[src/rtl/dds_sweep_ctrl_if.sv]
// dds_sweep_ctrl_if: configuration, control and accumulator-drive bundle of the sweep controller
interface dds_sweep_ctrl_if #(
  parameter int ACC_LENGTH = 48,
  parameter int STEP_CNT_W = 16,
  parameter int DWELL_W = 24
);
  logic [ACC_LENGTH-1:0] cfg_start_freq;
  logic [ACC_LENGTH-1:0] cfg_step;
  logic [STEP_CNT_W-1:0] cfg_num_steps;
  logic [DWELL_W-1:0] cfg_dwell;
  logic [1:0] cfg_mode;
  logic cfg_valid;
  logic cfg_ready;
  logic start;
  logic abort;
  logic busy;
  logic [ACC_LENGTH-1:0] increment;
  logic load_increment;
  logic [STEP_CNT_W-1:0] step_index;
  logic dir;
  logic sweep_done;
  modport master (
    output cfg_start_freq, cfg_step, cfg_num_steps, cfg_dwell, cfg_mode, cfg_valid, start, abort,
    input cfg_ready, busy, increment, load_increment, step_index, dir, sweep_done
  );
  modport slave (
    input cfg_start_freq, cfg_step, cfg_num_steps, cfg_dwell, cfg_mode, cfg_valid, start, abort,
    output cfg_ready, busy, increment, load_increment, step_index, dir, sweep_done
  );
endinterface

[src/rtl/dds_sweep_ctrl.sv]
// dds_sweep_ctrl: steps the DDS accumulator increment through single, sawtooth or triangle sweeps
module dds_sweep_ctrl #(
  parameter int ACC_LENGTH = 48,
  parameter int STEP_CNT_W = 16,
  parameter int DWELL_W = 24
) (
  input logic sys_clk,
  input logic sys_rst_n,
  dds_sweep_ctrl_if.slave bus
);
  typedef enum logic [1:0] {IDLE, LOAD, DWELL, DONE} state_t;
  state_t state, nxt;
  logic [ACC_LENGTH-1:0] start_r, step_r;
  logic [STEP_CNT_W-1:0] n_r;
  logic [DWELL_W-1:0] d_r, cnt, rld;
  logic [1:0] mode_r;
  logic loaded, upd, tick, last, single, abort_now;
  assign rld = d_r - DWELL_W'(1);
  assign tick = state == DWELL && cnt == '0;
  assign last = bus.step_index == n_r;
  assign single = mode_r == 2'b00 || mode_r == 2'b11;
  assign abort_now = bus.abort && state != IDLE;
  assign bus.busy = state != IDLE;
  assign bus.cfg_ready = state == IDLE;
  assign bus.sweep_done = state == DONE;
  always_comb begin
    nxt = state;
    if (abort_now) nxt = IDLE;
    else if (state == IDLE) nxt = (bus.start && loaded && !bus.cfg_valid && !bus.abort) ? LOAD : IDLE;
    else if (state == LOAD) nxt = DWELL;
    else if (state == DONE) nxt = IDLE;
    else nxt = (tick && last && single) ? DONE : DWELL;
  end
  always_ff @(posedge sys_clk or negedge sys_rst_n) begin
    if (!sys_rst_n) state <= IDLE;
    else state <= nxt;
  end
  // upd marks an increment update; the strobe follows one edge later so the value has settled
  always_ff @(posedge sys_clk or negedge sys_rst_n) begin
    if (!sys_rst_n) begin
      start_r <= '0;
      step_r <= '0;
      n_r <= '0;
      d_r <= DWELL_W'(2);
      mode_r <= '0;
      loaded <= 1'b0;
      cnt <= '0;
      upd <= 1'b0;
      bus.increment <= '0;
      bus.step_index <= '0;
      bus.dir <= 1'b0;
      bus.load_increment <= 1'b0;
    end else begin
      upd <= 1'b0;
      bus.load_increment <= upd && !abort_now;
      if (state == IDLE && bus.cfg_valid) begin
        start_r <= bus.cfg_start_freq;
        step_r <= bus.cfg_step;
        n_r <= bus.cfg_num_steps;
        d_r <= bus.cfg_dwell < DWELL_W'(2) ? DWELL_W'(2) : bus.cfg_dwell;
        mode_r <= bus.cfg_mode;
        loaded <= 1'b1;
      end
      if (!abort_now && state == LOAD) begin
        bus.increment <= start_r;
        bus.step_index <= '0;
        bus.dir <= 1'b0;
        cnt <= rld;
        upd <= 1'b1;
      end
      if (!abort_now && state == DWELL) begin
        cnt <= cnt - DWELL_W'(1);
        if (tick && !last) begin
          bus.increment <= bus.dir ? bus.increment - step_r : bus.increment + step_r;
          bus.step_index <= bus.step_index + STEP_CNT_W'(1);
          cnt <= rld;
          upd <= 1'b1;
        end else if (tick && !single) begin
          // triangle turnaround steps away immediately, so the peak value counts as index 0
          if (mode_r == 2'b10 && n_r != '0) begin
            bus.dir <= ~bus.dir;
            bus.increment <= bus.dir ? bus.increment + step_r : bus.increment - step_r;
            bus.step_index <= STEP_CNT_W'(1);
          end else begin
            bus.increment <= start_r;
            bus.step_index <= '0;
          end
          cnt <= rld;
          upd <= 1'b1;
        end
      end
    end
  end
endmodule

[src/flat_wrapper.sv]
// flat-port wrapper written by rule: the top's interface ports become plain ports
module dds_sweep_ctrl_flat 
#(
  parameter int ACC_LENGTH = 48,
  parameter int STEP_CNT_W = 16,
  parameter int DWELL_W = 24
)
  (sys_clk, sys_rst_n, bus_cfg_start_freq, bus_cfg_step, bus_cfg_num_steps, bus_cfg_dwell, bus_cfg_mode, bus_cfg_valid, bus_start, bus_abort, bus_cfg_ready, bus_busy, bus_increment, bus_load_increment, bus_step_index, bus_dir, bus_sweep_done);
  dds_sweep_ctrl_if #(.ACC_LENGTH(ACC_LENGTH), .STEP_CNT_W(STEP_CNT_W), .DWELL_W(DWELL_W)) bus_i ();
  input logic sys_clk;
  input logic sys_rst_n;
  input wire logic [$bits(bus_i.cfg_start_freq)-1:0] bus_cfg_start_freq;
  input wire logic [$bits(bus_i.cfg_step)-1:0] bus_cfg_step;
  input wire logic [$bits(bus_i.cfg_num_steps)-1:0] bus_cfg_num_steps;
  input wire logic [$bits(bus_i.cfg_dwell)-1:0] bus_cfg_dwell;
  input wire logic [$bits(bus_i.cfg_mode)-1:0] bus_cfg_mode;
  input wire logic [$bits(bus_i.cfg_valid)-1:0] bus_cfg_valid;
  input wire logic [$bits(bus_i.start)-1:0] bus_start;
  input wire logic [$bits(bus_i.abort)-1:0] bus_abort;
  output wire logic [$bits(bus_i.cfg_ready)-1:0] bus_cfg_ready;
  output wire logic [$bits(bus_i.busy)-1:0] bus_busy;
  output wire logic [$bits(bus_i.increment)-1:0] bus_increment;
  output wire logic [$bits(bus_i.load_increment)-1:0] bus_load_increment;
  output wire logic [$bits(bus_i.step_index)-1:0] bus_step_index;
  output wire logic [$bits(bus_i.dir)-1:0] bus_dir;
  output wire logic [$bits(bus_i.sweep_done)-1:0] bus_sweep_done;
  assign bus_i.cfg_start_freq = bus_cfg_start_freq;
  assign bus_i.cfg_step = bus_cfg_step;
  assign bus_i.cfg_num_steps = bus_cfg_num_steps;
  assign bus_i.cfg_dwell = bus_cfg_dwell;
  assign bus_i.cfg_mode = bus_cfg_mode;
  assign bus_i.cfg_valid = bus_cfg_valid;
  assign bus_i.start = bus_start;
  assign bus_i.abort = bus_abort;
  assign bus_cfg_ready = bus_i.cfg_ready;
  assign bus_busy = bus_i.busy;
  assign bus_increment = bus_i.increment;
  assign bus_load_increment = bus_i.load_increment;
  assign bus_step_index = bus_i.step_index;
  assign bus_dir = bus_i.dir;
  assign bus_sweep_done = bus_i.sweep_done;
  dds_sweep_ctrl #(.ACC_LENGTH(ACC_LENGTH), .STEP_CNT_W(STEP_CNT_W), .DWELL_W(DWELL_W)) u_core (.sys_clk(sys_clk), .sys_rst_n(sys_rst_n), .bus(bus_i));
endmodule
[config.mk]
export PLATFORM = sky130hd
export DESIGN_NAME = dds_sweep_ctrl_flat
export DESIGN_NICKNAME = d
export VERILOG_FILES = /design/src/rtl/dds_sweep_ctrl_if.sv /design/src/rtl/dds_sweep_ctrl.sv /design/src/flat_wrapper.sv
export SDC_FILE = /design/constraint.sdc
export NUM_CORES = 1
export LEC_CHECK = 0
export ABC_AREA = 1
export CAP_MARGIN = 10
export CORE_ASPECT_RATIO = 1.4
export CORE_MARGIN = 4
export CORE_UTILIZATION = 50
export CTS_CLUSTER_DIAMETER = 150
export CTS_CLUSTER_SIZE = 25
export DETAILED_ROUTE_END_ITERATION = 7
export PLACE_DENSITY = 0.71
export REMOVE_ABC_BUFFERS = 1
export SYNTH_ARGS = -nofsm -noshare
export SYNTH_HDL_FRONTEND = slang
export SYNTH_SLANG_ARGS = --single-unit
export TNS_END_PERCENT = 50
[constraint.sdc]
create_clock -name sys_clk -period 3.05 [get_ports sys_clk]
set_input_delay 0.915 -clock sys_clk [delete_from_list [all_inputs] [get_ports sys_clk]]
set_output_delay 0.915 -clock sys_clk [all_outputs]
set_load 0.02 [all_outputs]
==> run_1/metal_stack.png <==
(1.5 px per um)
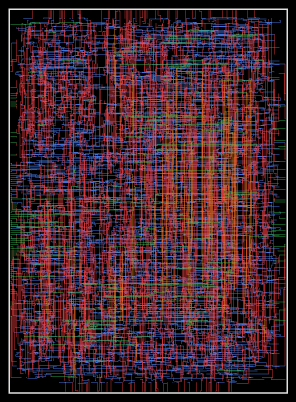
legend:
  green:
    layer: met3
    wire_length: 4,060 um
  red:
    layer: met2
    wire_length: 38.9 mm
  blue:
    layer: met1
    wire_length: 31.4 mm
  orange:
    layer: met4
    wire_length: 4,740 um
Total GRT Usage: 33.23%
wire length per cell: 17.94 um
final WL: 79,150 um
DR vias: 23,370

==> run_1/zoom.png <==
Region (128, 54) to (148, 74) um. Cells in grey, sequential cells in the stronger grey; small squares are vias.
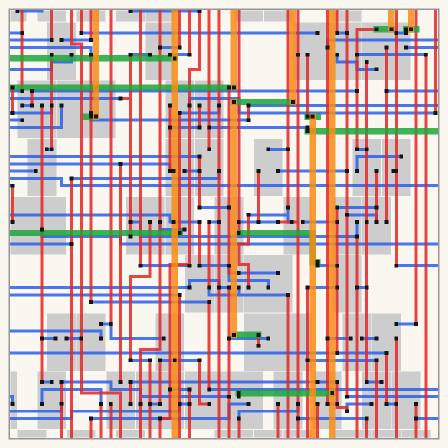
legend:
  orange:
    layer: met4
  blue:
    layer: met1
  green:
    layer: met3
  red:
    layer: met2
sequential cells in the window: 0
cells with their middle in the window: 40
most frequent: nand2_1 (14), inv_1 (9), nor2_1 (7)

==> run_1/met4.png <==
(1.5 px per um) Cells faint in the background.
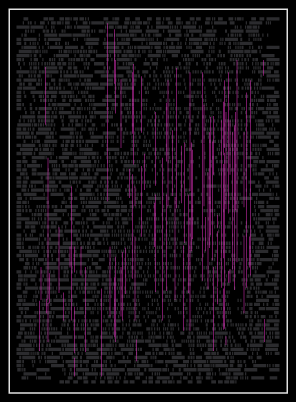
share of all routed wire: 6.0%
nets with wire on the layer: 77
longest straight run: 139 um
main direction: vertical

==> impl_metrics.csv, run 1 <==
group,metric,value,unit
final_layout,antennaDiodeCount,0,
route,route.met2.wl,38920,um
worst_setup_path,crit_start,"u_core.bus.increment[6]$_DFF_PN0_",
synthesis,ff_type,"dfrtp_1",
timing,tns,0,ns
final_layout,fin_util,58.64,%
synthesis,syn_avg_cell_area,5.904,sq um
final_layout,logic_gates,2695,
synthesis,edf_count,0,
final_layout,area_growth,15.96,%
final_layout,inv_count,617,
worst_setup_path,rr_worst_depth,14,
synthesis,synth_top_area_share,26.57,%
clock_network,root_buffer,"clkbuf_16",
route,viasPerCell,5.297,
final_layout,nonClkBufAreaFrac,11.74,%
pwr,power_frac_comb,72.3,%
global_routing,antenna_found_initial,0,
clock_network,cts-resized-gates,0,
worst_setup_path,reg2reg_slack,0.12,ns
clock_network,numClockSinks,232,
placement,dp_slack,0.05671,ns
worst_setup_path,cp.arrival,3.34,ns
clock_network,cts_made_buffers,13,
route,met1_length,31420,um
floorplanning,pin_count,212,
timing,rsz0062_at_grt,"true",
route,dr_wl_met3,4063,um
synthesis,ys_seq_share,26.70,%
synthesis,yosys_cells,3684,
pwr,seq_cell_power,5.73,mW
final_layout,signal_buffers,295,
synthesis,synth-compound-area-share,10.74,%
final_layout,fin_nets,4101,
pwr,power_leader,"combinational cells",
pwr,vdd_drop_max,0.8556,mV
synthesis,ys_area,0.02175,sq mm
outcome,run_status,"completed",
final_layout,largest_class,"combinational gates",
route,drt_iter0_markers,1874,
placement,port_buffers,211,
global_routing,grt_max_degree,97,
final_layout,seq_area,0.005808,sq mm
final_layout,clkCellAreaFrac,1.458,%
floorplanning,std_cell_rows,90,
worst_setup_path,path_class,"flop to flop",
timing,hold_slack,0.2127,ns
pwr,power.switching,15.86,mW
global_routing,grt_util_met1,39.85,%
placement,gp_congestion,1.034,
worst_setup_path,crit_required,3.46,ns
pwr,power.leakage,13.54,nW
pwr,pg_clk,1.94,mW
pwr,p_int,11.83,mW
run 1: worst min path at each step:
| stage | endpoint | from | cells past startpoint |
|---|---|---|---|
| 5_1_grt | u_core.bus.increment[15]$_DFF_PN0_ | sys_rst_n | 1 |
| 3_3_place_gp | u_core.loaded$_DFFE_PN0P_ | u_core.loaded$_DFFE_PN0P_ | 1 |
| 4_1_cts | u_core.bus.increment[15]$_DFF_PN0_ | sys_rst_n | 1 |
| 6_report | u_core.start_r[18]$_DFFE_PN0P_ | sys_rst_n | 1 |
| 2_1_floorplan | u_core.loaded$_DFFE_PN0P_ | u_core.loaded$_DFFE_PN0P_ | 1 |
| 3_5_place_dp | u_core.loaded$_DFFE_PN0P_ | u_core.loaded$_DFFE_PN0P_ | 1 |
run 1: flip-flops by register name, summed over array words and instances, names as in the netlist, 2 cells and up:
name	cells
u_core.bus.increment	48
u_core.step_r	48
u_core.start_r	48
u_core.d_r	24
u_core.bus.step_index	16
u_core.mode_r	2
u_core.cnt	24
u_core.n_r	16
u_core.state	2
run 1: cells in the final DEF (no fill, tap or decap), types with 10 or more instances in the layout:
cell / synthesis / routed
nand3b_1: 16 / 16
nor3_1: 31 / 31
ha_1: 102 / 101
nand2_1: 1353 / 1350
clkbuf_16: 0 / 13
o211ai_1: 34 / 34
buf_12: 0 / 17
mux2i_1: 21 / 21
o21ai_1: 16 / 15
inv_1: 611 / 610
a21oi_1: 123 / 123
xor2_1: 60 / 60
nand4_1: 47 / 47
buf_4: 9 / 67
o21bai_1: 10 / 10
o21ai_0: 216 / 216
clkdlybuf4s50_1: 0 / 210
dfrtp_1: 231 / 230
xnor2_1: 10 / 10
a31oi_1: 19 / 19
nand3_1: 317 / 315
nor2_1: 262 / 260
nor4_1: 13 / 13
==> run 2: changes to the inputs <==
--- a/config.mk
+++ b/config.mk
@@ -6,6 +6,7 @@
 export NUM_CORES = 1
 export LEC_CHECK = 0
 export ABC_AREA = 1
+export ABC_CLOCK_PERIOD_IN_PS = 3050
 export CAP_MARGIN = 10
 export CORE_ASPECT_RATIO = 1.4
 export CORE_MARGIN = 4
==> run_2/final_congestion.png <==
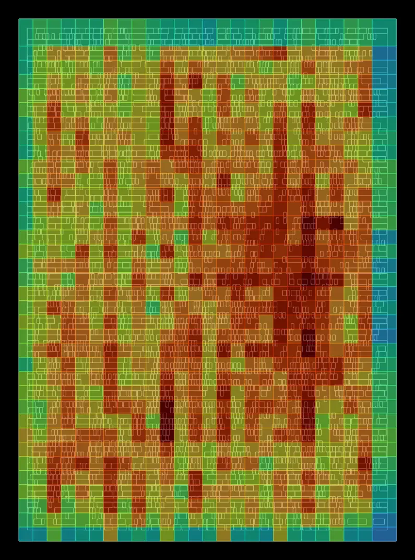
M3 GR Usage: 3.652%
grt peak-use layer: met2
GR Util met2: 59.04%
final core occ: 58.64%

==> run_2/clock_map.png <==
(1 px per um)
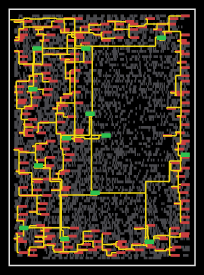
legend:
  yellow:
    item: clock wires
    length: 3,230 um
  red:
    item: flip-flops
    count: 232
  green:
    item: cells driving clock nets
    count: 13
flops lie: widely spread
Clock Power: 1.94 mW
clock skew: 0.02780 ns

==> run 2 against run 1 <==
Compared with the run above:
- wire length unchanged
- global-route usage unchanged
- final cell count unchanged
- worst setup slack unchanged
- sequential cell count unchanged
- largest power group unchanged
==> impl_metrics.csv, run 2 <==
group,metric,value,unit
final_layout,area_growth,15.96,%
clock_network,root_buffer,"clkbuf_16",
worst_setup_path,crit_required,3.46,ns
synthesis,edf_count,0,
synthesis,ys_area,0.02175,sq mm
synthesis,netlist_area,0.02175,sq mm
route,drt_iter0_markers,1874,
timing,hold_slack,0.2127,ns
outcome,run_status,"completed",
global_routing,antenna_found_initial,0,
clock_network,cts_made_buffers,13,
route,final_antenna_net_count,0,
worst_setup_path,cp-end-kind,"flop",
pwr,vdd_drop_max,0.8556,mV
placement,port_buffers,211,
worst_setup_path,cp.arrival,3.34,ns
route,met1_length,31420,um
clock_network,numClockSinks,232,
worst_setup_path,crit_fanout,8,
synthesis,synth_top_area_share,26.57,%
clock_network,clk_pin_slew,0.11,ns
worst_setup_path,rr_worst_depth,14,
final_layout,mostFrequentLayoutCell,"nand2_1",
floorplanning,core_area,0.04302,sq mm
synthesis,syn_avg_cell_area,5.904,sq um
timing,relSlewSlack,27.06,%
synthesis,ys_seq_share,26.70,%
route,drc,0,
clock_network,clk_latency,0.52,ns
placement,gp_congestion,1.034,
timing,rsz0062_at_grt,"true",
worst_setup_path,worstReg2RegStart,"u_core.bus.increment[6]$_DFF_PN0_",
synthesis,yosysMostFrequentCell,"nand2_1",
pwr,power.leakage,13.54,nW
final_layout,reg.largest.list,"u_core.bus.increment (48), u_core.start_r (48), u_core.step_r (48)",
worst_setup_path,reg2reg_slack,0.12,ns
timing,tns,0,ns
clock_network,cts_buffer_depth,3,
route,drt-total-wl,79150,um
global_routing,grt_use_total,33.23,%
floorplanning,std_cell_rows,90,
placement,dp_slack,0.05671,ns
route,dr_wl_met3,4063,um
final_layout,most-common-layout-cells,"1,350 x nand2_1, 610 x inv_1, 315 x nand3_1",
synthesis,synth-compound-area-share,10.74,%
synthesis,ys_warn_count,0,
worst_setup_path,crit_start,"u_core.bus.increment[6]$_DFF_PN0_",
final_layout,antennaDiodeCount,0,
route,viasPerCell,5.297,
final_layout,fin_cells,4411,
global_routing,grt_pass1_vias,22600,
worst_setup_path,path_class,"flop to flop",
synthesis,ff_type,"dfrtp_1",
route,route.met2.wl,38920,um
pwr,power_density,1098,mW/mm^2
synthesis,top_area_cell,"dfrtp_1",
synthesis,async_flop_share,100.0,%
global_routing,grt_max_degree,97,
synthesis,yosys_cells,3684,
min_path,holdCritPathClass,"primary input to async pin",
floorplanning,pin_count,212,
route,first_pass_iters,6,
final_layout,fin_nets,4101,
route,route.detailed.wl_per_inst,17.94,um
route,vias,23370,
[run 2: worst max-delay path: stages (launching register included)]
cell and delay [ns]:
dfrtp_1 0.45, ha_1 0.46, nand2_1 0.15, nor2_1 0.25, nand3_1 0.14, nand3b_1 0.34
nand2_1 0.10, nand2_1 0.15, nand2_1 0.23, nand3_1 0.17, nand3_1 0.09, nand3_1 0.12
nand2_1 0.05, nand2_1 0.05, nand2_1 0.05
[run 2: layout make-up]
| type | instances | area, sq um |
|---|---|---|
| Clock buffer | 19 | 347.8 |
| Timing Repair Buffer | 295 | 2960 |
| Clock inverter | 1 | 20.02 |
| Fill cell | 4491 | 17790 |
| Multi-Input combinational cell | 2695 | 13080 |
| Inverter | 617 | 2321 |
| Sequential cell | 232 | 5808 |
| Tap cell | 552 | 690.7 |
[run 2: logic make-up after synthesis]
| kind of cell | Yosys count |
|---|---|
| adders and majority gates | 104 |
| DFF | 232 |
| and+or+nand+nor | 2067 |
| buffers and inverters | 757 |
| xor gates and xnor gates | 70 |
| muxes | 21 |
| AOI/OAI and AO/OA | 433 |
[run 2: stage by stage]
step	util [%]	power (mW)	cell area (sq um)
6_report	58.64	27.69	25220
3_3_place_gp	57.74	25.33	24840
2_1_floorplan	-	18.60	21150
5_1_grt	58.64	30.31	25220
4_1_cts	58.59	27.50	25200
3_5_place_dp	57.74	25.40	24840
[run 2: where the power goes]
part	switching, mW	internal [mW]
combinational	13.5	6.55
clock	1.12	0.821
sequential	1.27	4.45
[run 2: timing repair]
| item | CTS | global route |
|---|---|---|
| setup endpoints to repair | 0 | 9 |
| gates resized | 0 | 6 |
| hold buffers | 0 | 0 |
[run 2: metal layers]
layer | global-route usage (%) | vias up
li1 | - | 11790
met1 | 39.85 | 10620
met2 | 59.04 | 764
met3 | 3.652 | 193
met4 | 16.25 | 0
met5 | 0 | -
Power figures rest on the tool's default switching activity, not on a simulated workload.
